Fig. 1: run 1, track usage over the die
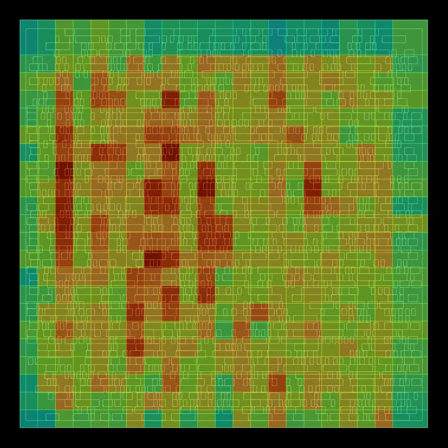
Fig. 2: run 1, sequential cells colored by netlist name
Bar = 50 um.
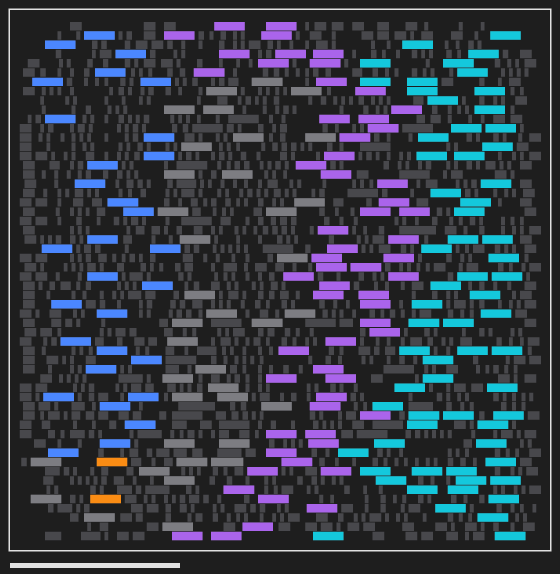
Fig. 3: run 1, gate families picked out
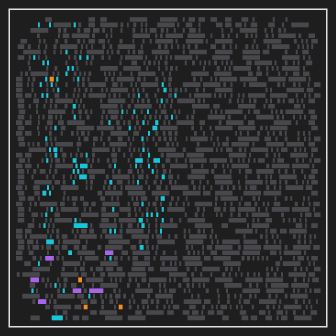
File: config.mk
export PLATFORM = sky130hd
export DESIGN_NAME = instr_fetch_unit_flat
export DESIGN_NICKNAME = d
export VERILOG_FILES = /design/src/rtl/instr_fetch_unit_if.sv /design/src/rtl/instr_fetch_unit.sv /design/src/flat_wrapper.sv
export SDC_FILE = /design/constraint.sdc
export NUM_CORES = 1
export LEC_CHECK = 0
export ABC_AREA = 1
export CAP_MARGIN = 0
export CELL_PAD_IN_SITES_DETAIL_PLACEMENT = 1
export CELL_PAD_IN_SITES_GLOBAL_PLACEMENT = 1
export CORE_MARGIN = 2
export CORE_UTILIZATION = 42
export CTS_CLUSTER_SIZE = 24
export DETAILED_ROUTE_END_ITERATION = 10
export GPL_ROUTABILITY_DRIVEN = 0
export PLACE_DENSITY_LB_ADDON = 0.1
export SLEW_MARGIN = 20
export SYNTH_ARGS = -nofsm -noshare
export SYNTH_HDL_FRONTEND = slang
export SYNTH_SLANG_ARGS = --single-unit
File: constraint.sdc
create_clock -name clk -period 3.82 [get_ports clk]
set_clock_uncertainty 0.1 [all_clocks]
set_input_delay 0.573 -clock clk [delete_from_list [all_inputs] [get_ports clk]]
set_output_delay 0.573 -clock clk [all_outputs]
set_load 0.05 [all_outputs]
File: src/rtl/instr_fetch_unit_if.sv
// ---------------------------------------------------------------------------
// instr_fetch_unit_if
//   Bundles the fetch unit's bus-level signals: the redirect input from the
//   next-PC logic, the instruction-memory request/response channels and the
//   decode-side instruction channel.
//   modport master : the fetch unit side (drives requests and instructions)
//   modport slave  : the environment side (memory, next-PC logic, decode)
// Signals:
//   redirect_valid / redirect_pc            taken branch/jump and its target
//   imem_req_valid / _ready / _addr         fetch request, valid/ready
//   imem_rsp_valid / _data                  in-order fetch response, no ready
//   instr_valid / _ready / _data / _pc      buffer head towards decode
// ---------------------------------------------------------------------------
interface instr_fetch_unit_if;
  logic        redirect_valid;
  logic [31:0] redirect_pc;
  logic        imem_req_valid;
  logic        imem_req_ready;
  logic [31:0] imem_req_addr;
  logic        imem_rsp_valid;
  logic [31:0] imem_rsp_data;
  logic        instr_valid;
  logic        instr_ready;
  logic [31:0] instr_data;
  logic [31:0] instr_pc;

  modport master (
    input  redirect_valid, redirect_pc,
    input  imem_req_ready, imem_rsp_valid, imem_rsp_data, instr_ready,
    output imem_req_valid, imem_req_addr,
    output instr_valid, instr_data, instr_pc
  );

  modport slave (
    output redirect_valid, redirect_pc,
    output imem_req_ready, imem_rsp_valid, imem_rsp_data, instr_ready,
    input  imem_req_valid, imem_req_addr,
    input  instr_valid, instr_data, instr_pc
  );
endinterface

File: src/rtl/instr_fetch_unit.sv
// ---------------------------------------------------------------------------
// instr_fetch_unit
//   Holds the architectural PC, issues in-order fetch requests to instruction
//   memory, buffers returned words with their PCs and presents them to decode.
//   A redirect reloads the PC, clears the buffer and discards every response
//   still outstanding for the wrong path (FLUSH state).
// Parameters:
//   RESET_PC   PC loaded on reset
//   BUF_DEPTH  buffer entries; also the cap on (in-flight + buffered) words
// Ports:
//   clk    rising-edge clock
//   rst_n  asynchronous active-low reset
//   bus    instr_fetch_unit_if.master (redirect, imem req/rsp, instr channel)
// ---------------------------------------------------------------------------
module instr_fetch_unit #(
  parameter logic [31:0] RESET_PC  = 32'h0000_0000,
  parameter int          BUF_DEPTH = 2
) (
  input  logic                      clk,
  input  logic                      rst_n,
  instr_fetch_unit_if.master        bus
);

  localparam int CNT_W = $clog2(BUF_DEPTH + 1);
  localparam int PTR_W = (BUF_DEPTH > 1) ? $clog2(BUF_DEPTH) : 1;
  localparam logic [CNT_W-1:0] CNT_ZERO  = {CNT_W{1'b0}};
  localparam logic [CNT_W-1:0] CNT_ONE   = CNT_W'(1);
  localparam logic [CNT_W:0]   DEPTH_EXT = (CNT_W + 1)'(BUF_DEPTH);
  localparam logic [PTR_W-1:0] PTR_ZERO  = {PTR_W{1'b0}};
  localparam logic [PTR_W-1:0] PTR_ONE   = PTR_W'(1);
  localparam logic [PTR_W-1:0] LAST_PTR  = PTR_W'(BUF_DEPTH - 1);

  typedef enum logic [0:0] {
    ST_FETCH = 1'b0,
    ST_FLUSH = 1'b1
  } state_e;

  state_e           state_q, state_d;
  logic [31:0]      pc_q, pc_d;
  logic [31:0]      exp_pc_q, exp_pc_d;
  logic [CNT_W-1:0] inflight_q, inflight_d;
  logic [CNT_W-1:0] stale_q, stale_d;
  logic [CNT_W-1:0] occ_q, occ_d;
  logic [PTR_W-1:0] rd_ptr_q, rd_ptr_d;
  logic [PTR_W-1:0] wr_ptr_q, wr_ptr_d;
  logic [31:0]      buf_data_q [BUF_DEPTH];
  logic [31:0]      buf_data_d [BUF_DEPTH];
  logic [31:0]      buf_pc_q   [BUF_DEPTH];
  logic [31:0]      buf_pc_d   [BUF_DEPTH];

  logic        credit_ok_s;
  logic        req_valid_s;
  logic        req_fire_s;
  logic        push_s;
  logic        pop_s;
  logic        stale_rsp_s;
  logic [31:0] target_s;

  // Circular-buffer pointer advance (BUF_DEPTH need not be a power of two).
  function automatic logic [PTR_W-1:0] ptr_inc(input logic [PTR_W-1:0] p);
    if (p == LAST_PTR) begin
      return PTR_ZERO;
    end else begin
      return p + PTR_ONE;
    end
  endfunction

  // Handshake qualifiers and request gating.
  always_comb begin
    // Buffer space is reserved at request time so every response has a slot.
    credit_ok_s = (({1'b0, inflight_q} + {1'b0, occ_q}) < DEPTH_EXT);
    // rst_n gating keeps the request quiet while reset is asserted.
    req_valid_s = rst_n && (state_q == ST_FETCH) && !bus.redirect_valid && credit_ok_s;
    req_fire_s  = req_valid_s && bus.imem_req_ready;
    stale_rsp_s = bus.imem_rsp_valid && (stale_q != CNT_ZERO);
    push_s      = bus.imem_rsp_valid && (stale_q == CNT_ZERO) &&
                  (state_q == ST_FETCH) && !bus.redirect_valid;
    pop_s       = (occ_q != CNT_ZERO) && bus.instr_ready;
    target_s    = bus.redirect_pc & 32'hFFFF_FFFC;
  end

  // Next-state logic: PC, counters, buffer and FETCH/FLUSH control.
  always_comb begin
    state_d    = state_q;
    pc_d       = pc_q;
    exp_pc_d   = exp_pc_q;
    inflight_d = inflight_q;
    stale_d    = stale_q;
    occ_d      = occ_q;
    rd_ptr_d   = rd_ptr_q;
    wr_ptr_d   = wr_ptr_q;
    buf_data_d = buf_data_q;
    buf_pc_d   = buf_pc_q;

    // Every response retires one in-flight request, pushed or dropped.
    case ({req_fire_s, bus.imem_rsp_valid})
      2'b10:   inflight_d = inflight_q + CNT_ONE;
      2'b01:   inflight_d = inflight_q - CNT_ONE;
      default: inflight_d = inflight_q;
    endcase

    if (bus.redirect_valid) begin
      // No request fires this cycle, so whatever is still outstanding after
      // this cycle's response is wrong-path and must be discarded.
      pc_d     = target_s;
      exp_pc_d = target_s;
      occ_d    = CNT_ZERO;
      rd_ptr_d = PTR_ZERO;
      wr_ptr_d = PTR_ZERO;
      stale_d  = inflight_d;
      if (inflight_d != CNT_ZERO) begin
        state_d = ST_FLUSH;
      end else begin
        state_d = ST_FETCH;
      end
    end else begin
      if (req_fire_s) begin
        pc_d = pc_q + 32'd4;
      end else begin
        pc_d = pc_q;
      end

      if (push_s) begin
        buf_data_d[wr_ptr_q] = bus.imem_rsp_data;
        buf_pc_d[wr_ptr_q]   = exp_pc_q;
        wr_ptr_d             = ptr_inc(wr_ptr_q);
        exp_pc_d             = exp_pc_q + 32'd4;
      end else begin
        wr_ptr_d = wr_ptr_q;
      end

      if (pop_s) begin
        rd_ptr_d = ptr_inc(rd_ptr_q);
      end else begin
        rd_ptr_d = rd_ptr_q;
      end

      case ({push_s, pop_s})
        2'b10:   occ_d = occ_q + CNT_ONE;
        2'b01:   occ_d = occ_q - CNT_ONE;
        default: occ_d = occ_q;
      endcase

      if (stale_rsp_s) begin
        stale_d = stale_q - CNT_ONE;
        if (stale_q == CNT_ONE) begin
          state_d = ST_FETCH;
        end else begin
          state_d = state_q;
        end
      end else begin
        stale_d = stale_q;
      end
    end
  end

  // State and storage registers.
  always_ff @(posedge clk or negedge rst_n) begin
    if (!rst_n) begin
      state_q    <= ST_FETCH;
      pc_q       <= RESET_PC;
      exp_pc_q   <= RESET_PC;
      inflight_q <= CNT_ZERO;
      stale_q    <= CNT_ZERO;
      occ_q      <= CNT_ZERO;
      rd_ptr_q   <= PTR_ZERO;
      wr_ptr_q   <= PTR_ZERO;
      for (int i = 0; i < BUF_DEPTH; i++) begin
        buf_data_q[i] <= 32'd0;
        buf_pc_q[i]   <= 32'd0;
      end
    end else begin
      state_q    <= state_d;
      pc_q       <= pc_d;
      exp_pc_q   <= exp_pc_d;
      inflight_q <= inflight_d;
      stale_q    <= stale_d;
      occ_q      <= occ_d;
      rd_ptr_q   <= rd_ptr_d;
      wr_ptr_q   <= wr_ptr_d;
      buf_data_q <= buf_data_d;
      buf_pc_q   <= buf_pc_d;
    end
  end

  // Output drive: request address is the PC, decode sees the buffer head.
  always_comb begin
    bus.imem_req_valid = req_valid_s;
    bus.imem_req_addr  = pc_q;
    bus.instr_valid    = (occ_q != CNT_ZERO);
    bus.instr_data     = buf_data_q[rd_ptr_q];
    bus.instr_pc       = buf_pc_q[rd_ptr_q];
  end

endmodule
File: src/flat_wrapper.sv
// flat-port wrapper written by rule: the top's interface ports become plain ports
module instr_fetch_unit_flat 
#(
  parameter logic [31:0] RESET_PC  = 32'h0000_0000,
  parameter int          BUF_DEPTH = 2
)
  (clk, rst_n, bus_redirect_valid, bus_redirect_pc, bus_imem_req_ready, bus_imem_rsp_valid, bus_imem_rsp_data, bus_instr_ready, bus_imem_req_valid, bus_imem_req_addr, bus_instr_valid, bus_instr_data, bus_instr_pc);
  instr_fetch_unit_if bus_i ();
  input  logic clk;
  input  logic rst_n;
  input wire logic [$bits(bus_i.redirect_valid)-1:0] bus_redirect_valid;
  input wire logic [$bits(bus_i.redirect_pc)-1:0] bus_redirect_pc;
  input wire logic [$bits(bus_i.imem_req_ready)-1:0] bus_imem_req_ready;
  input wire logic [$bits(bus_i.imem_rsp_valid)-1:0] bus_imem_rsp_valid;
  input wire logic [$bits(bus_i.imem_rsp_data)-1:0] bus_imem_rsp_data;
  input wire logic [$bits(bus_i.instr_ready)-1:0] bus_instr_ready;
  output wire logic [$bits(bus_i.imem_req_valid)-1:0] bus_imem_req_valid;
  output wire logic [$bits(bus_i.imem_req_addr)-1:0] bus_imem_req_addr;
  output wire logic [$bits(bus_i.instr_valid)-1:0] bus_instr_valid;
  output wire logic [$bits(bus_i.instr_data)-1:0] bus_instr_data;
  output wire logic [$bits(bus_i.instr_pc)-1:0] bus_instr_pc;
  assign bus_i.redirect_valid = bus_redirect_valid;
  assign bus_i.redirect_pc = bus_redirect_pc;
  assign bus_i.imem_req_ready = bus_imem_req_ready;
  assign bus_i.imem_rsp_valid = bus_imem_rsp_valid;
  assign bus_i.imem_rsp_data = bus_imem_rsp_data;
  assign bus_i.instr_ready = bus_instr_ready;
  assign bus_imem_req_valid = bus_i.imem_req_valid;
  assign bus_imem_req_addr = bus_i.imem_req_addr;
  assign bus_instr_valid = bus_i.instr_valid;
  assign bus_instr_data = bus_i.instr_data;
  assign bus_instr_pc = bus_i.instr_pc;
  instr_fetch_unit #(.RESET_PC(RESET_PC), .BUF_DEPTH(BUF_DEPTH)) u_core (.clk(clk), .rst_n(rst_n), .bus(bus_i));
endmodule
==> job_summary.md, run 1 <==
### Yosys + OpenROAD results

| Metric | Value |
|---|---|
| Overflow after GRT | `0` |
| IO Port Bufs | `161` |
| Clock buffers | `18` |
| XOR/XNOR Area Share | `2.011%` |
| Ys Warns | `0` |
| Top non-seq family | `simple AND/OR/NAND/NOR gates` |
| Setup slack, reg-to-reg | `1430 ps` |
| Inverters | `136` |
| Area after DPL | `0.01187 mm2` |
| Die Wd | `158.4 um` |
| TritonCTS clock tree | `done` |
| Outcome | `completed` |
| Highest metal used | `met4` |
| RSZ-0062 raised after global routing | `no` |
| CTS Sinks | `193` |
| Clk slew on worst S/H paths | `80 ps` |
| Logic gate share of total power | `44.5%` |
| First-pass GRT wire length | `47,900 um` |
| Final min period | `3235 ps` |
| Final TNS setup | `0 ps` |
| Bufs w/o clock | `176` |
| Crit path DRT | `3150 ps` |
| Yosys stat area | `0.01002 mm2` |
| Max_cap viols | `0` |
| DR vias | `9,163` |
| Worst Path Max Fanout | `62` |
| Worst-case clock buffer depth | `2` |
| CTS-repair resized insts | `0` |
| Largest power group | `combinational logic` |
| Hold buffers post-CTS | `0` |
| Critical Path Sink Type | `output port` |
| Core box area | `0.02347 mm2` |
| Drt pass-1 iters | `5` |
| Total Wirelength | `29,380 um` |
Back to the opening pictures, Fig. 1:
GR Util All Layers: 24.23%
grt met3 use: 3.348%
met1 Track Usage GR: 32.68%
mean routed wirelength per cell: 16.22 um

Back to the opening pictures, Fig. 2:
Key: `u_core.inflight_q` = orange [sequential cells 2]; `u_core.buf_data_q` = cyan [sequential cells 64, where a column on the right]; `u_core.bus.imem_req_addr` = blue [sequential cells 30, where a column on the left]; `u_core.buf_pc_q` = purple [sequential cells 60]
Another 37 sequential cells are not colored.
Reg area: 0.004831 mm2
fin util: 53.19%
Seq group: 3.20 mW
sequential share of cell area: 38.69%

Back to the opening pictures, Fig. 3:
Key: and/or cells = orange [cells 4]; fa/ha/maj cells = purple [cells 6, most used ha_1, where lower left]; nor cells = cyan [cells 94, most used nor2_1]
fin cells: 1,811
logic share of the area: 34.98%

## run 1: synthesized netlist by cell type, drive strengths merged
library cell,number
nor3,9
ha,5
nand2,540
nor3b,1
conb,1
clkbuf,29
or2,2
nand4,9
a21oi,19
o21ai,164
nand3,60
xor2,19
nor2,84
o221ai,6
inv,136
buf,31
xnor2,4
dfrtp,193
fa,1
o311ai,1
o211ai,15
o21bai,7
a31oi,3
and2,2
## run 1: metrics by stage
stage	worst slack, ps	cells	hold slack, ps	util [%]
floorplan	1356	1344	177.4	-
global placement	1075	1779	364.7	50.57
detailed placement	1060	1779	371.9	50.57
CTS	529.8	1811	268.3	53.19
global route	472.0	1811	293.4	53.19
finish	584.8	1811	226.5	53.19
## run 1: sequential cells by signal, indices dropped and copies added (netlist names)
register                  flops
u_core.buf_data_q            64
u_core.buf_pc_q              60
u_core.bus.imem_req_addr     30
u_core.exp_pc_q              30
u_core.inflight_q             2
u_core.occ_q                  2
u_core.rd_ptr_q               1
u_core.stale_q                2
u_core.state_q                1
u_core.wr_ptr_q               1
## run 1: how the worst max path moves through the flow
| stage | from | endpoint | slack, ps | cells past startpoint |
|---|---|---|---|---|
| 2_1_floorplan | u_core.inflight_q[0] | u_core.state_q | 1360 | 12 |
| 3_3_place_gp | u_core.rd_ptr_q | bus_instr_pc[30] | 1070 | 5 |
| 3_5_place_dp | u_core.rd_ptr_q | bus_instr_pc[30] | 1060 | 5 |
| 4_1_cts | u_core.rd_ptr_q | bus_instr_pc[21] | 530 | 4 |
| 5_1_grt | u_core.rd_ptr_q | bus_instr_pc[21] | 470 | 4 |
| 6_report | u_core.rd_ptr_q | bus_instr_pc[21] | 580 | 4 |
## run 1: critical path, stage by stage (launching register included)
cell,delay (ps)
dfrtp_2,370
buf_4,570
nand2_1,170
nand2_1,130
clkdlybuf4s50_1,840
Fig. 4: run 1, wires at chosen ports, followed through buffers
Bar = 50 um.
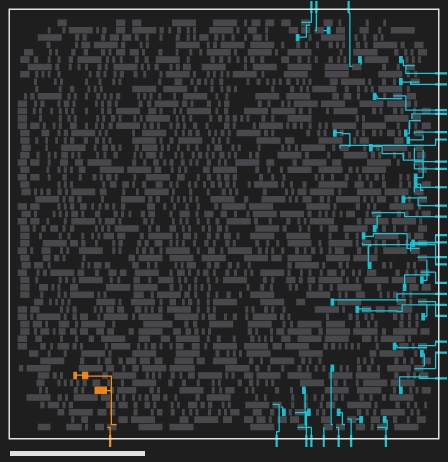

--- run 2 (diff from run 1) ---
--- a/config.mk
+++ b/config.mk
@@ -10,7 +10,7 @@
 export CELL_PAD_IN_SITES_DETAIL_PLACEMENT = 1
 export CELL_PAD_IN_SITES_GLOBAL_PLACEMENT = 1
 export CORE_MARGIN = 2
-export CORE_UTILIZATION = 42
+export CORE_UTILIZATION = 35
 export CTS_CLUSTER_SIZE = 24
 export DETAILED_ROUTE_END_ITERATION = 10
 export GPL_ROUTABILITY_DRIVEN = 0
==> constraint.sdc (replaced) <==
create_clock -name clk -period 2.82 [get_ports clk]
set_clock_uncertainty 0.1 [all_clocks]
set_input_delay 0.423 -clock clk [delete_from_list [all_inputs] [get_ports clk]]
set_output_delay 0.423 -clock clk [all_outputs]
set_load 0.05 [all_outputs]
Fig. 5: run 2, wires at chosen ports, followed through buffers
Bar = 50 um.
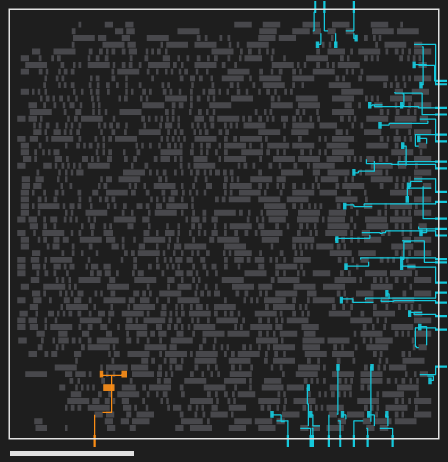
Key: `bus_imem_rsp_valid` = orange [bits 1, direction input, edge bottom, end cells 3, buffers 1, wire 36.8 um]; `bus_imem_rsp_data` = cyan [bits 32, direction input, edge 21 right, 8 bottom, 3 top, end cells 32, buffers 32, wire 842 um]
IO Port Bufs: 161
num ports: 168

Fig. 6: run 2, sequential cells colored by netlist name
Bar = 50 um.
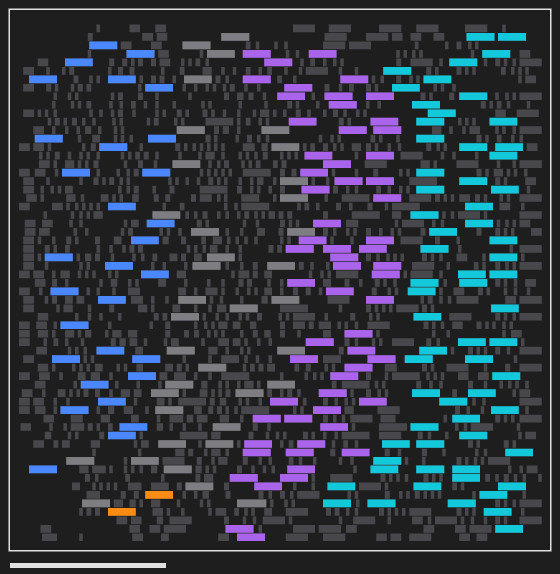
Key: `u_core.buf_data_q` = cyan [sequential cells 64, where a column on the right]; `u_core.bus.imem_req_addr` = blue [sequential cells 30, where a column on the left]; `u_core.buf_pc_q` = purple [sequential cells 60, where a column down the middle]; `u_core.inflight_q` = orange [sequential cells 2]
fin util: 47.13%
Seq group: 4.33 mW
sequential share of cell area: 36.59%

==> run 2 against run 1 <==
Effect of this change:
- total power grew 47%
- die area grew 19%
- highest routed layer unchanged
- sequential power grew 35%
- largest cell class unchanged
- largest power group unchanged
==> job_summary.md, run 2 <==
### Yosys + OpenROAD results

| Metric | Value |
|---|---|
| Setup slack, reg-to-reg | `430 ps (-1000 ps)` |
| Worst hold slack | `245.6 ps (+19.15 ps)` |
| RSZ-0062 raised after global routing | `no` |
| DR vias | `9,046 (-1.3%)` |
| XOR/XNOR Area Share | `2.011% (unchanged)` |
| Overflow after GRT | `0 (unchanged)` |
| Outcome | `completed` |
| Mean routed wirelength per cell | `15.79 um (-2.7%)` |
| Yosys stat area | `0.01002 mm2 (unchanged)` |
| Instance count on the critical path | `6 (+2)` |
| Top flop regs | `u_core.buf_data_q (64), u_core.buf_pc_q (60)` |
| Placed cell count | `1,841 (+3.5%)` |
| Ys Warns | `0 (unchanged)` |
| Final TNS setup | `0 ps (unchanged)` |
| Count leader, synth | `nand2_1` |
| Critical Path Slowest Stage Cell | `dfrtp_1` |
| Number of enable flip-flop cells | `0 (unchanged)` |
| Max_cap viols | `0 (unchanged)` |
| Hold buffers post-CTS | `1 (+1)` |
| Ys flop type | `dfrtp_1` |
| Largest register FFs | `64 (unchanged)` |
[run 2: how the worst max path moves through the flow]
stage | start | end
after detailed placement | u_core.inflight_q[0] | u_core.stale_q[1]
after CTS | u_core.inflight_q[0] | bus_imem_req_valid
after global placement | u_core.inflight_q[0] | u_core.stale_q[1]
final | u_core.inflight_q[0] | bus_imem_req_valid
after floorplan | u_core.inflight_q[0] | u_core.state_q
after global routing | u_core.inflight_q[0] | u_core.stale_q[1]
[run 2: final cells by class]
cell class                      count  area, um2  area share [%]
Timing Repair Buffer              180       2424           18.36
Clock inverter                     14      156.4           1.185
Sequential cell                   193       4831           36.59
Clock buffer                       18      439.2           3.327
Inverter                          136      510.5           3.867
Tap cell                          378      473.0           3.583
Multi-Input combinational cell    955       4368           33.09
[run 2: routing by layer]
layer,GRT usage [%],part of all wire (%)
met5,0,0
met1,28.30,49
met2,34.28,48
met3,2.748,2.7
met4,3.849,0.64
[run 2: power by group through the flow]
stage | clock, mW | combinational, mW | sequential [mW]
2_1_floorplan | 0 | 3.57 | 4.47
3_3_place_gp | 0 | 6.70 | 4.33
3_5_place_dp | 0 | 6.79 | 4.37
4_1_cts | 2.55 | 6.82 | 4.33
5_1_grt | 2.67 | 7.22 | 4.46
6_report | 2.48 | 6.72 | 4.33
[run 2: cells by family (layout without fill, tap and decap cells)]
logic type               Yosys count  count (layout)
AND-OR/OR-AND                    215             215
AND/OR/NAND/NOR                  707             707
adder cells (fa/ha/maj)            6               6
buffers and inverters            196             348
flip-flops                       193             193
other                              1               4
XOR/XNOR                          23              23
[run 2: stage by stage]
stage	setup slack, ps	power, mW
floorplan	356.5	8.038
global placement	445.2	11.03
detailed placement	427.0	11.17
CTS	348.9	13.70
global route	146.9	14.35
finish	377.7	13.52
Fig. 7: run 2, gate families picked out
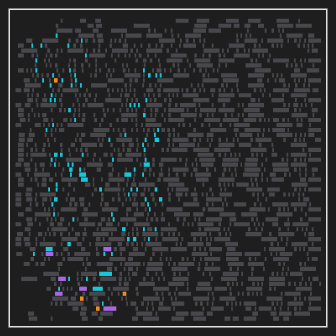

--- run 3 (diff from run 2) ---
--- a/config.mk
+++ b/config.mk
@@ -15,6 +15,7 @@
 export DETAILED_ROUTE_END_ITERATION = 10
 export GPL_ROUTABILITY_DRIVEN = 0
 export PLACE_DENSITY_LB_ADDON = 0.1
+export SKIP_CTS_REPAIR_TIMING = 1
 export SLEW_MARGIN = 20
 export SYNTH_ARGS = -nofsm -noshare
 export SYNTH_HDL_FRONTEND = slang
Fig. 8: run 3, gate families picked out
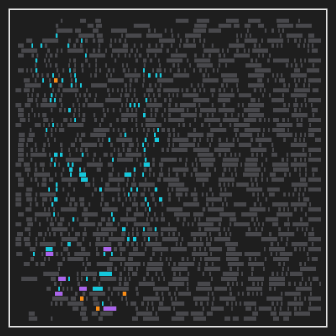
Key: nor cells = cyan [cells 94, most used nor2_1]; fa/ha/maj cells = purple [cells 6, most used ha_1, where lower left]; and/or cells = orange [cells 4]
logic share of the area: 33.09%
commonest non-fill, non-tap cell in the layout: nand2_1
fin cells: 1,874

Fig. 9: run 3, track usage over the die
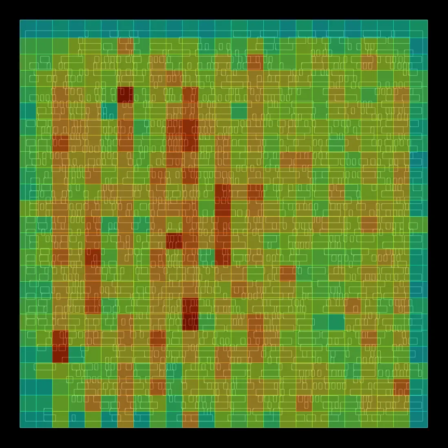
GR Util All Layers: 20.39%
mean routed wirelength per cell: 15.79 um
met1 Track Usage GR: 28.30%
busiest grt layer: met2

==> run 3 against run 2 <==
Effect of this change:
- final area did not move
- maximum frequency did not move
- sequential power hardly changed
- total power is the same
- register-to-register slack about the same
==> job_summary.md, run 3 <==
### Yosys + OpenROAD results

| Metric | Value |
|---|---|
| Placed cell count | `1,841 (unchanged)` |
| Largest register FFs | `64 (unchanged)` |
| DIE HEIGHT | `173.2 um` |
| P_leak | `6.345 nW` |
| Critical Path Sink Type | `output port` |
| Overflow after GRT | `0 (unchanged)` |
| RSZ-0062 raised after global routing | `no` |
| Count leader, synth | `nand2_1` |
| DRC | `0` |
| IO Port Bufs | `161 (unchanged)` |
| Most frequent cells after synthesis | `534 x nand2_1, 193 x dfrtp_1, 131 x inv_1` |
| Top flop regs | `u_core.buf_data_q (64), u_core.buf_pc_q (60)` |
| First-pass GRT wire length | `49,780 um` |
| Share of cells above drive strength 1 | `9.960%` |
| Max_cap viols | `0 (unchanged)` |
| Outcome | `completed` |
| P_int | `7.699 mW` |
| Critical Path Source Type | `flip-flop` |
| Final TNS setup | `0 ps (unchanged)` |
| Final worst-path setup slack | `377.7 ps (unchanged)` |
| Log Warnings | `33` |
| Critical path class | `flip-flop to output port` |
| H-tree depth | `4` |
| Number of enable flip-flop cells | `0 (unchanged)` |
| Setup slack, reg-to-reg | `430 ps (about the same)` |
| Clock Latency Late Sink | `440 ps` |
| Fin util | `47.13% (unchanged)` |
| Final Hold Vio Count | `0` |
| DP HPWL | `21,050 um` |
| Sw Pwr | `5.824 mW` |
| Ys flop type | `dfrtp_1` |
| Clock power share | `18.3%` |
| R2R depth | `11` |
| Worst hold slack | `246.5 ps (+0.8420 ps)` |
| Drt pass-1 iters | `5` |
| Yosys stat area | `0.01002 mm2 (unchanged)` |
| DR vias | `9,046 (unchanged)` |
| Num ports | `168 (unchanged)` |
| Final Power | `13.52 mW (unchanged)` |
| Dpl ws | `427.0 ps (unchanged)` |
| Critical Path Slowest Stage Cell | `dfrtp_1` |
## run 3: cell type report
type | instances | area [um2] | area share (%)
multi-input combinational | 955 | 4368 | 33.09
sequential | 193 | 4831 | 36.59
timing repair buffer | 180 | 2424 | 18.36
clock buffer | 18 | 439.2 | 3.327
clock inverter | 14 | 156.4 | 1.185
inverter | 136 | 510.5 | 3.867
tap | 378 | 473.0 | 3.583
## run 3: power by group through the flow
stage | logic, mW | registers [mW] | clock network (mW)
3_3_place_gp | 6.70 | 4.33 | 0
3_5_place_dp | 6.79 | 4.37 | 0
5_1_grt | 7.22 | 4.46 | 2.67
4_1_cts | 6.82 | 4.33 | 2.55
2_1_floorplan | 3.57 | 4.47 | 0
6_report | 6.72 | 4.33 | 2.48
## run 3: per-layer routing
layer,GRT usage [%],vias up,wire length (um)
li1,-,4506,-
met1,28.30,4379,14490
met2,34.28,150,14130
met3,2.748,11,787
met4,3.849,0,188
met5,0,-,0
## run 3: worst max path at each step
stage                              start            endpoint  slack (ps)  cells after the start
floorplan           u_core.inflight_q[0]      u_core.state_q         360                     12
global placement    u_core.inflight_q[0]   u_core.stale_q[1]         450                     11
detailed placement  u_core.inflight_q[0]   u_core.stale_q[1]         430                     11
CTS                 u_core.inflight_q[0]  bus_imem_req_valid         350                      6
global route        u_core.inflight_q[0]   u_core.stale_q[1]         150                     11
finish              u_core.inflight_q[0]  bus_imem_req_valid         380                      6
## run 3: cells by family after synthesis
| group | count (synthesis) | share of synthesized area, % |
|---|---|---|
| adder cells (fa/ha/maj) | 6 | 0.8243 |
| XOR/XNOR | 23 | 2.011 |
| AND/OR/NAND/NOR | 707 | 28.81 |
| AND-OR/OR-AND | 215 | 11.70 |
| buffers and inverters | 196 | 8.405 |
| other | 1 | 0.03743 |
| flip-flops | 193 | 48.21 |

==> notes/layouts.md <==
Pictures saved along the way, in no particular order.

Layout detail.
picture 1
Bar = 10 um. Window x 31 to 56, y 31 to 56 um. Cells in gray, sequential cells in the stronger gray; small squares are vias.
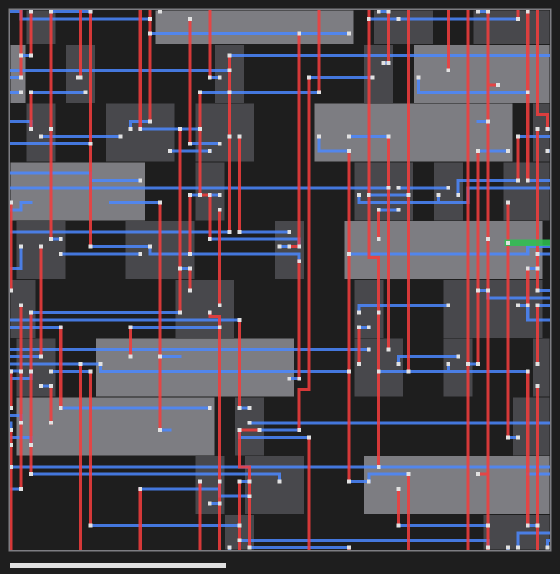
picture 2
Bar = 10 um. Window x 27 to 52, y 27 to 52 um. Cells in gray, sequential cells in the stronger gray; small squares are vias.
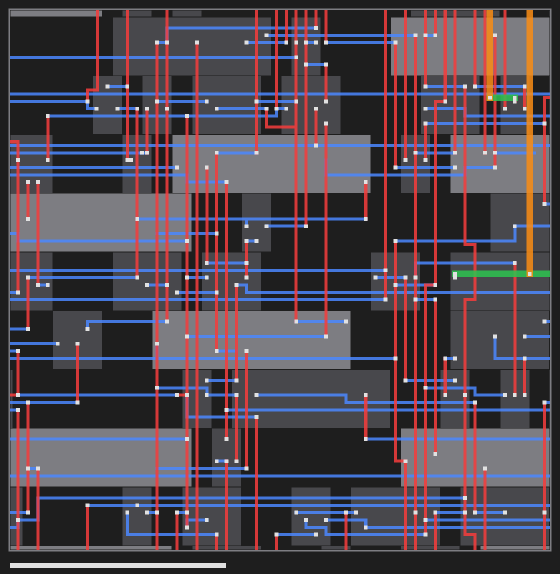
- largest die: picture 1
- picture 2 = run 1
- picture 1 = run 3

Key to picture 1:
Key: M3 = green; M2 = red; M1 = blue
Sequential cells in the window: 8. 36 logic cells have their middle in the window. Netlist names of flops here include `u_core.bus.imem_req_addr` (4), `u_core.exp_pc_q` (4). Most frequent: nand2_1 (10), dfrtp_1 (8), o211ai_1 (3).

Power and IR drop assume default switching activity.
